==> images/placement_by_type.png <==
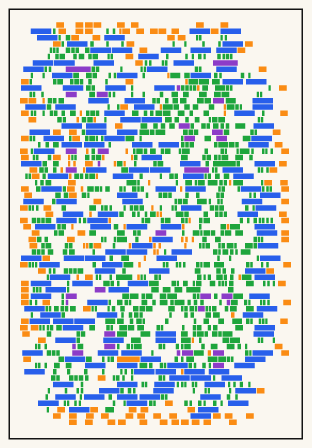
==> images/layer_met3.png <==
Bar = 50 microns.
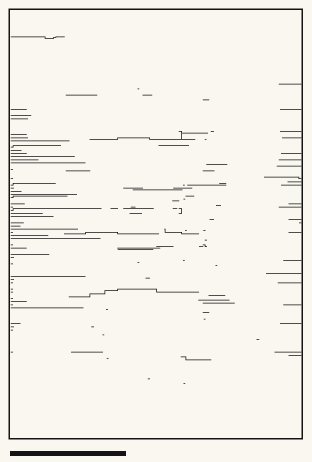
==> images/cell_density.png <==
The die is cut into 13 by 18 equal tiles; white is low, dark blue is high, 0 to 100% covered.
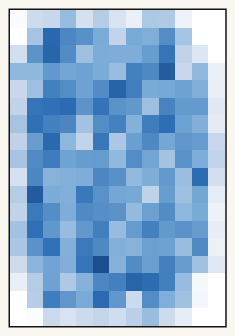
==> images/layer_met2.png <==
Bar = 50 microns.
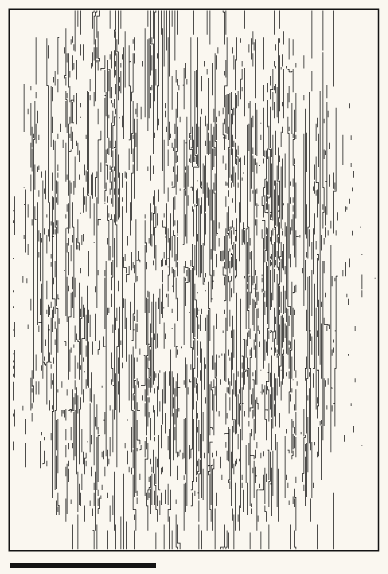
==> images/placement.png <==
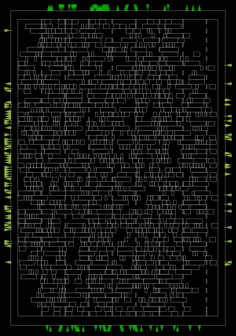
File: config.mk
export PLATFORM = sky130hd
export DESIGN_NAME = multu_unit
export DESIGN_NICKNAME = d
export VERILOG_FILES = /design/src/rtl/mips_pkg.sv /design/src/rtl/multu_unit_mul_step.sv /design/src/rtl/multu_unit.sv
export SDC_FILE = /design/constraint.sdc
export NUM_CORES = 1
export LEC_CHECK = 0
export CELL_PAD_IN_SITES_DETAIL_PLACEMENT = 0
export CELL_PAD_IN_SITES_GLOBAL_PLACEMENT = 1
export CORE_ASPECT_RATIO = 1.5
export CORE_MARGIN = 4
export CORE_UTILIZATION = 42
export CTS_BUF_LIST = sky130_fd_sc_hd__clkbuf_8
export CTS_CLUSTER_DIAMETER = 30
export DETAILED_ROUTE_END_ITERATION = 8
export GPL_ROUTABILITY_DRIVEN = 0
export GPL_TIMING_DRIVEN = 0
export PLACE_DENSITY_LB_ADDON = 0.3
export SLEW_MARGIN = 20
export SYNTH_ARGS = -nofsm -noshare
export SYNTH_HDL_FRONTEND = slang
export SYNTH_SLANG_ARGS = --single-unit
File: constraint.sdc
create_clock -name clk -period 9.1 [get_ports clk]
set_input_delay 2.73 -clock clk [delete_from_list [all_inputs] [get_ports clk]]
set_output_delay 2.73 -clock clk [all_outputs]
set_load 0.05 [all_outputs]
File: src/rtl/mips_pkg.sv
// ---------------------------------------------------------------------------
// mips_pkg
// Shared constants for the EX-stage multiply unit and its decode neighbours.
//   FUNCT_*    : R-type funct codes handled by / around the multiplier
//   MUL_CYCLES : iteration count of the shift-add multiplier (one per bit)
//   mul_state_t: FSM encoding (ST_IDLE / ST_RUN / ST_DONE)
// ---------------------------------------------------------------------------
package mips_pkg;

    localparam logic [5:0] FUNCT_MULT  = 6'd24;
    localparam logic [5:0] FUNCT_MULTU = 6'd25;
    localparam logic [5:0] FUNCT_MFHI  = 6'd16;
    localparam logic [5:0] FUNCT_MFLO  = 6'd18;

    localparam int MUL_CYCLES = 32;

    typedef enum logic [1:0] {
        ST_IDLE = 2'd0,
        ST_RUN  = 2'd1,
        ST_DONE = 2'd2
    } mul_state_t;

endpackage

File: src/rtl/multu_unit_mul_step.sv
// ---------------------------------------------------------------------------
// mul_step
// One combinational iteration of the shift-add multiplier.
//   acc         : running upper partial product
//   mcand       : multiplicand
//   mplier      : remaining multiplier bits (low bits collect the product)
//   next_acc    : acc after conditional add and right shift
//   next_mplier : mplier after right shift, carrying in the sum's LSB
// The add is WIDTH+1 bits wide so the carry is shifted into acc's MSB.
// ---------------------------------------------------------------------------
module mul_step #(
    parameter int WIDTH = 32
) (
    input  logic [WIDTH-1:0] acc,
    input  logic [WIDTH-1:0] mcand,
    input  logic [WIDTH-1:0] mplier,
    output logic [WIDTH-1:0] next_acc,
    output logic [WIDTH-1:0] next_mplier
);

    logic [WIDTH:0] sum;

    always_comb begin
        sum = {1'b0, acc};
        if (mplier[0]) begin
            sum = {1'b0, acc} + {1'b0, mcand};
        end
        next_acc    = sum[WIDTH:1];
        next_mplier = {sum[0], mplier[WIDTH-1:1]};
    end

endmodule

File: src/rtl/multu_unit.sv
// ---------------------------------------------------------------------------
// multu_unit
// EX-stage multi-cycle shift-add multiplier writing HI/LO.
//   clk, rst  : clock (rising edge), asynchronous active-high reset
//   start     : one-cycle issue strobe, accepted only in IDLE
//   is_signed : (MULTU_SIGNED_EN only) treat operands as two's complement
//   op_a/op_b : multiplicand / multiplier
//   busy      : high for the WIDTH iteration cycles
//   done      : one-cycle pulse, HI/LO valid from this cycle
//   stall_req : start | busy, freezes fetch from the issue cycle onward
//   hi/lo     : product words, held between operations
// Build option: define MULTU_SIGNED_EN to add the is_signed port (MULT).
// ---------------------------------------------------------------------------
module multu_unit
    import mips_pkg::*;
#(
    parameter int WIDTH = MUL_CYCLES,
    parameter int CNT_W = 6
) (
    input  logic             clk,
    input  logic             rst,
    input  logic             start,
`ifdef MULTU_SIGNED_EN
    input  logic             is_signed,
`endif
    input  logic [WIDTH-1:0] op_a,
    input  logic [WIDTH-1:0] op_b,
    output logic             busy,
    output logic             done,
    output logic             stall_req,
    output logic [WIDTH-1:0] hi,
    output logic [WIDTH-1:0] lo
);

    mul_state_t state, state_nx;

    logic [WIDTH-1:0]   acc, mcand, mplier;
    logic [WIDTH-1:0]   next_acc, next_mplier;
    logic [CNT_W-1:0]   cnt;
    logic               last_step;
    logic [WIDTH-1:0]   a_mag, b_mag;
    logic [2*WIDTH-1:0] prod_fin;

`ifdef MULTU_SIGNED_EN
    logic neg;
    logic neg_in;

    function automatic logic [WIDTH-1:0] magnitude(input logic [WIDTH-1:0] v,
                                                   input logic en);
        logic signed [WIDTH-1:0] s;
        s = v;
        return (en && s < 0) ? WIDTH'(-s) : v;
    endfunction

    function automatic logic [2*WIDTH-1:0] cond_negate(input logic [2*WIDTH-1:0] v,
                                                       input logic en);
        return en ? (~v + 1'b1) : v;
    endfunction

    // Magnitudes are taken at issue; the sign is reapplied on the last step.
    always_comb begin
        a_mag    = magnitude(op_a, is_signed);
        b_mag    = magnitude(op_b, is_signed);
        neg_in   = is_signed & (op_a[WIDTH-1] ^ op_b[WIDTH-1]);
        prod_fin = cond_negate({next_acc, next_mplier}, neg);
    end
`else
    always_comb begin
        a_mag    = op_a;
        b_mag    = op_b;
        prod_fin = {next_acc, next_mplier};
    end
`endif

    mul_step #(.WIDTH(WIDTH)) u_step (
        .acc         (acc),
        .mcand       (mcand),
        .mplier      (mplier),
        .next_acc    (next_acc),
        .next_mplier (next_mplier)
    );

    assign last_step = (cnt == CNT_W'(WIDTH-1));
    assign stall_req = start | busy;

    // State register
    always_ff @(posedge clk or posedge rst) begin
        if (rst) begin
            state <= ST_IDLE;
        end else begin
            state <= state_nx;
        end
    end

    // Next-state and state-decoded outputs
    always_comb begin
        state_nx = state;
        busy     = 1'b0;
        done     = 1'b0;
        case (state)
            ST_IDLE: begin
                if (start) begin
                    state_nx = ST_RUN;
                end
            end
            ST_RUN: begin
                busy = 1'b1;
                if (last_step) begin
                    state_nx = ST_DONE;
                end
            end
            ST_DONE: begin
                done     = 1'b1;
                state_nx = ST_IDLE;
            end
            default: state_nx = ST_IDLE;
        endcase
    end

    // Datapath: operand latch, iteration, HI/LO write-back
    always_ff @(posedge clk or posedge rst) begin
        if (rst) begin
            acc    <= '0;
            mcand  <= '0;
            mplier <= '0;
            cnt    <= '0;
            hi     <= '0;
            lo     <= '0;
`ifdef MULTU_SIGNED_EN
            neg    <= 1'b0;
`endif
        end else begin
            case (state)
                ST_IDLE: begin
                    if (start) begin
                        mcand  <= a_mag;
                        mplier <= b_mag;
                        acc    <= '0;
                        cnt    <= '0;
`ifdef MULTU_SIGNED_EN
                        neg    <= neg_in;
`endif
                    end
                end
                ST_RUN: begin
                    acc    <= next_acc;
                    mplier <= next_mplier;
                    cnt    <= cnt + CNT_W'(1);
                    if (last_step) begin
                        {hi, lo} <= prod_fin;
                    end
                end
                default: ;
            endcase
        end
    end

endmodule

==> CHANGELOG.md <==
## Flow update

- Setup violators final: 0
- Post-synth seq share: just under 50%
- Pwr Density: ~390 nW/um^2
- Die width: 126 microns
- Design area: 10800 sq um
- WHS Path Cells: 2
- Outcome: complete, no violations
- Reg2Reg Launch Point: acc[0]
- Power, Total: 4.25 mW
- Slew at the pin closest to its max-slew limit: a little under 0.8 ns
- Critical path peak fanout: 10
- CTS tree: yes
- Htree depth: 4
- PortBufs: 132
- Avg Inst Size Synth: slightly below 9 sq um
- Minimum clock period: 7.31 ns
- Yosys top cell area share: 48.1%
- Initial antenna violation count: 0
- Cell Area, Placed: 10400 sq um
- Hpwl dp: roughly 18 mm
- Hold crit path type: flip-flop to flip-flop
- Chip area: 23200 sq um
- Syn Std Cell Area: 8740 sq um
- Net Sw Power: 1.99 mW
- Leading area contributor after synthesis: dfrtp_1
- Hold_buf cts: 0
- Num CTS Buffers: 17
- Clk network pwr share: a little over an eighth
- Synth top area cells: dfrtp_1 (48%), nand2_1 (11%), o21ai_0 (6.1%)
- Top cells by count, synth: nand2_1 (263), dfrtp_1 (168), o21ai_0 (107)
- Clk sinks: approximately 170
- Diode count: 0
- F_max: 137 MHz
- Dominant register cell: dfrtp_1
- Initial drt markers: between 300 and 400
- RSZ-0062 raised after global routing: false
- Clock Root Buffer: clkbuf_8
- # IOs: 134
- Asr flop ratio synth: 100%
- Number of cells in Yosys stat: 987
- Final setup margin: 1.79 ns
- CP Launch Point: start
- Worst endpoint required time: 6.37 ns
- Area grow syn2layout: 24.1%
- Vias in the first global route: approximately 8000
- Max IR drop VDD: 0.187 mV
- Tool warnings: 26
- First-pass GRT wire length: ~41 mm
- Grt ovf: 0
- Pre-CTS setup slack: roughly 1.8 ns
- First-pass DRT Iterations: 5
- Post-synth regs: 168
- DRT antenna net count: 0
- Post-Syn Nets: around 1100
- Crit share post-route: 80.4%
- Top-count cell post-synth: nand2_1
- Leakage: 5.03 nW
- Fin Clk Skew: between 0.01 and 0.015 ns
- Share of cells above drive strength 1: 3.56%
- Max-slew headroom: 47.1%
- Reg-to-reg slack, setup: just over 6 ns
- Slew Limit Fails: 0
- Critical path type: input port to primary output
- Yosys Warn Count: 0
- TNS Setup: 0 ns
- Int Power: around 2.3 mW
- Die height: 185 microns
- Post-CTS Setup Bufs: 0
- Max clock buf depth: 2
- Number of max-cap violations: 0
- Clk_lat worst skew: between 0.4 and 0.5 ns
- Kind of start point of the critical path: input port
- Reg power frac: between 30 and 40%
- Distinct lib cells used: 54
- Routed length per instance: 17.5 microns
- Crit. End Element: primary output
- GRT Overall Usage: 22.0%
- # resized after CTS: 0
- DRC viols: 0
- Mapped Cells: 987
- Hold Startpoint: lo[23]
- Post-synth EDFFs: 0
- Reg clk slew, reported paths: ~0.09 ns
- Combinational power share: 55.5%
- Via/cell ratio: 5.29
- Total Nets Final: 1240
- Sw frac: around 47%
- Final hold violation count: 0
- Largest net degree at the start of global routing: 91
- Yosys stat chip area: 8740 sq um
- Arr. time, crit path: 4.58 ns
## Picture notes: placement_by_type.png
Blue stands for sequential cells, cells 168, share of their area 40%. Green stands for combinational and other logic, cells 760, share of their area 41%. Orange stands for remaining buffers and delay cells, cells 192, share of their area 15%. Purple stands for clock drivers and dummy loads, cells 31, share of their area 4.0%.

## Picture notes: layer_met3.png
The longest straight run is 38.4 microns. The layer holds 4.8% of the routed length. The wires run mostly horizontal.

## Picture notes: cell_density.png
The fullest tile reaches 88%. 5.1% of the tiles are over 75% full. 5.1% of the tiles are nearly empty.
FP Core Util: 42.8%
Core ar.: 20400 sq um
fin util: 53.1%

## Picture notes: layer_met2.png
The layer carries 12800 microns of wire. 990 nets have wire on it.
via count: 7492
DRT Wirelength: 24.7 mm
met2 Use GR: 38.9%

## Picture notes: placement.png
flop share of the area: 38.8%
row count: 64
tap cells: 264
num sequential: 168
final non-filler cell total: 1415

==> cell families after synthesis <==
kind of cell             count (synthesis)  share of synthesized area, %
adder cells (fa/ha/maj)                 34                          4.95
AND-OR/OR-AND                          285                          19.8
buffers and inverters                   71                          3.08
XOR/XNOR                                28                          2.81
multiplexers                            23                          2.65
AND/OR/NAND/NOR                        378                          18.6
flip-flops                             168                          48.1
==> per-stage QoR <==
stage	hold WS [ns]	std cells
6_report	0.478	1415
5_1_grt	0.502	1415
4_1_cts	0.483	1415
3_5_place_dp	0.461	1384
3_3_place_gp	0.460	1383
2_1_floorplan	0.450	987
==> layout by cell type (no fill, tap or decap), types with 4 or more instances in the layout <==
cell type and n:
nor3_1 5, a21oi_1 77, xor2_1 10, mux2i_1 22
o21ai_0 107, clkdlybuf4s50_1 132, inv_1 11, nand3_1 7
nand2_1 263, buf_1 6, dfrtp_1 168, clkbuf_1 51
a22oi_1 35, nor2b_1 34, nor2_1 31, o21bai_1 8
o21ai_1 4, a221oi_1 4, clkinv_2 4, xnor2_1 18
nand4_1 16, a22o_1 4, a21o_1 16, clkbuf_8 21
and3_1 5, ha_1 33, nand2b_1 7, a31oi_1 4
==> final cells by class <==
| class | count | area, sq um |
|---|---|---|
| multi-input cells | 748 | 4270 |
| well taps | 264 | 330 |
| plain buffers | 59 | 224 |
| repair buffers | 133 | 1350 |
| inverters | 12 | 52.6 |
| fillers | 1977 | 9580 |
| clock buffers | 21 | 289 |
| clock inverters | 10 | 126 |
| flip-flops and latches | 168 | 4200 |
==> metal layers <==
metal	wire [microns]	track usage [%]	vias up
li1	-	-	3722
met1	9990	25.5	3571
met2	12800	38.9	152
met3	1180	5.42	47
met4	781	8.93	0
met5	0	0	-
==> flip-flops by register name, summed over array words and instances, names as in the netlist <==
register / flops
cnt: 6
lo: 32
hi: 32
mplier: 32
state: 2
mcand: 32
acc: 32
==> power by group through the flow <==
stage               registers (mW)  logic (mW)  clock network, mW
global route                  1.36        2.62              0.615
finish                        1.32        2.36              0.569
CTS                           1.32        2.37              0.581
floorplan                     1.60        1.40                  0
global placement              1.33        2.33                  0
detailed placement            1.33        2.37                  0
==> final timing paths <==
kind                             endpoint
worst max-delay path            stall_req
worst min-delay path               lo[23]
worst max register to register     hi[27]
worst min register to register     lo[23]
max in group asynchronous          hi[24]
min in group asynchronous           lo[1]
==> worst max-delay path: stages <==
cell,delay [ns]
clkbuf_1,0.35
clkbuf_1,0.48
nand2b_1,0.18
clkdlybuf4s50_1,0.84
Power is estimated from default activity; no workload was simulated.
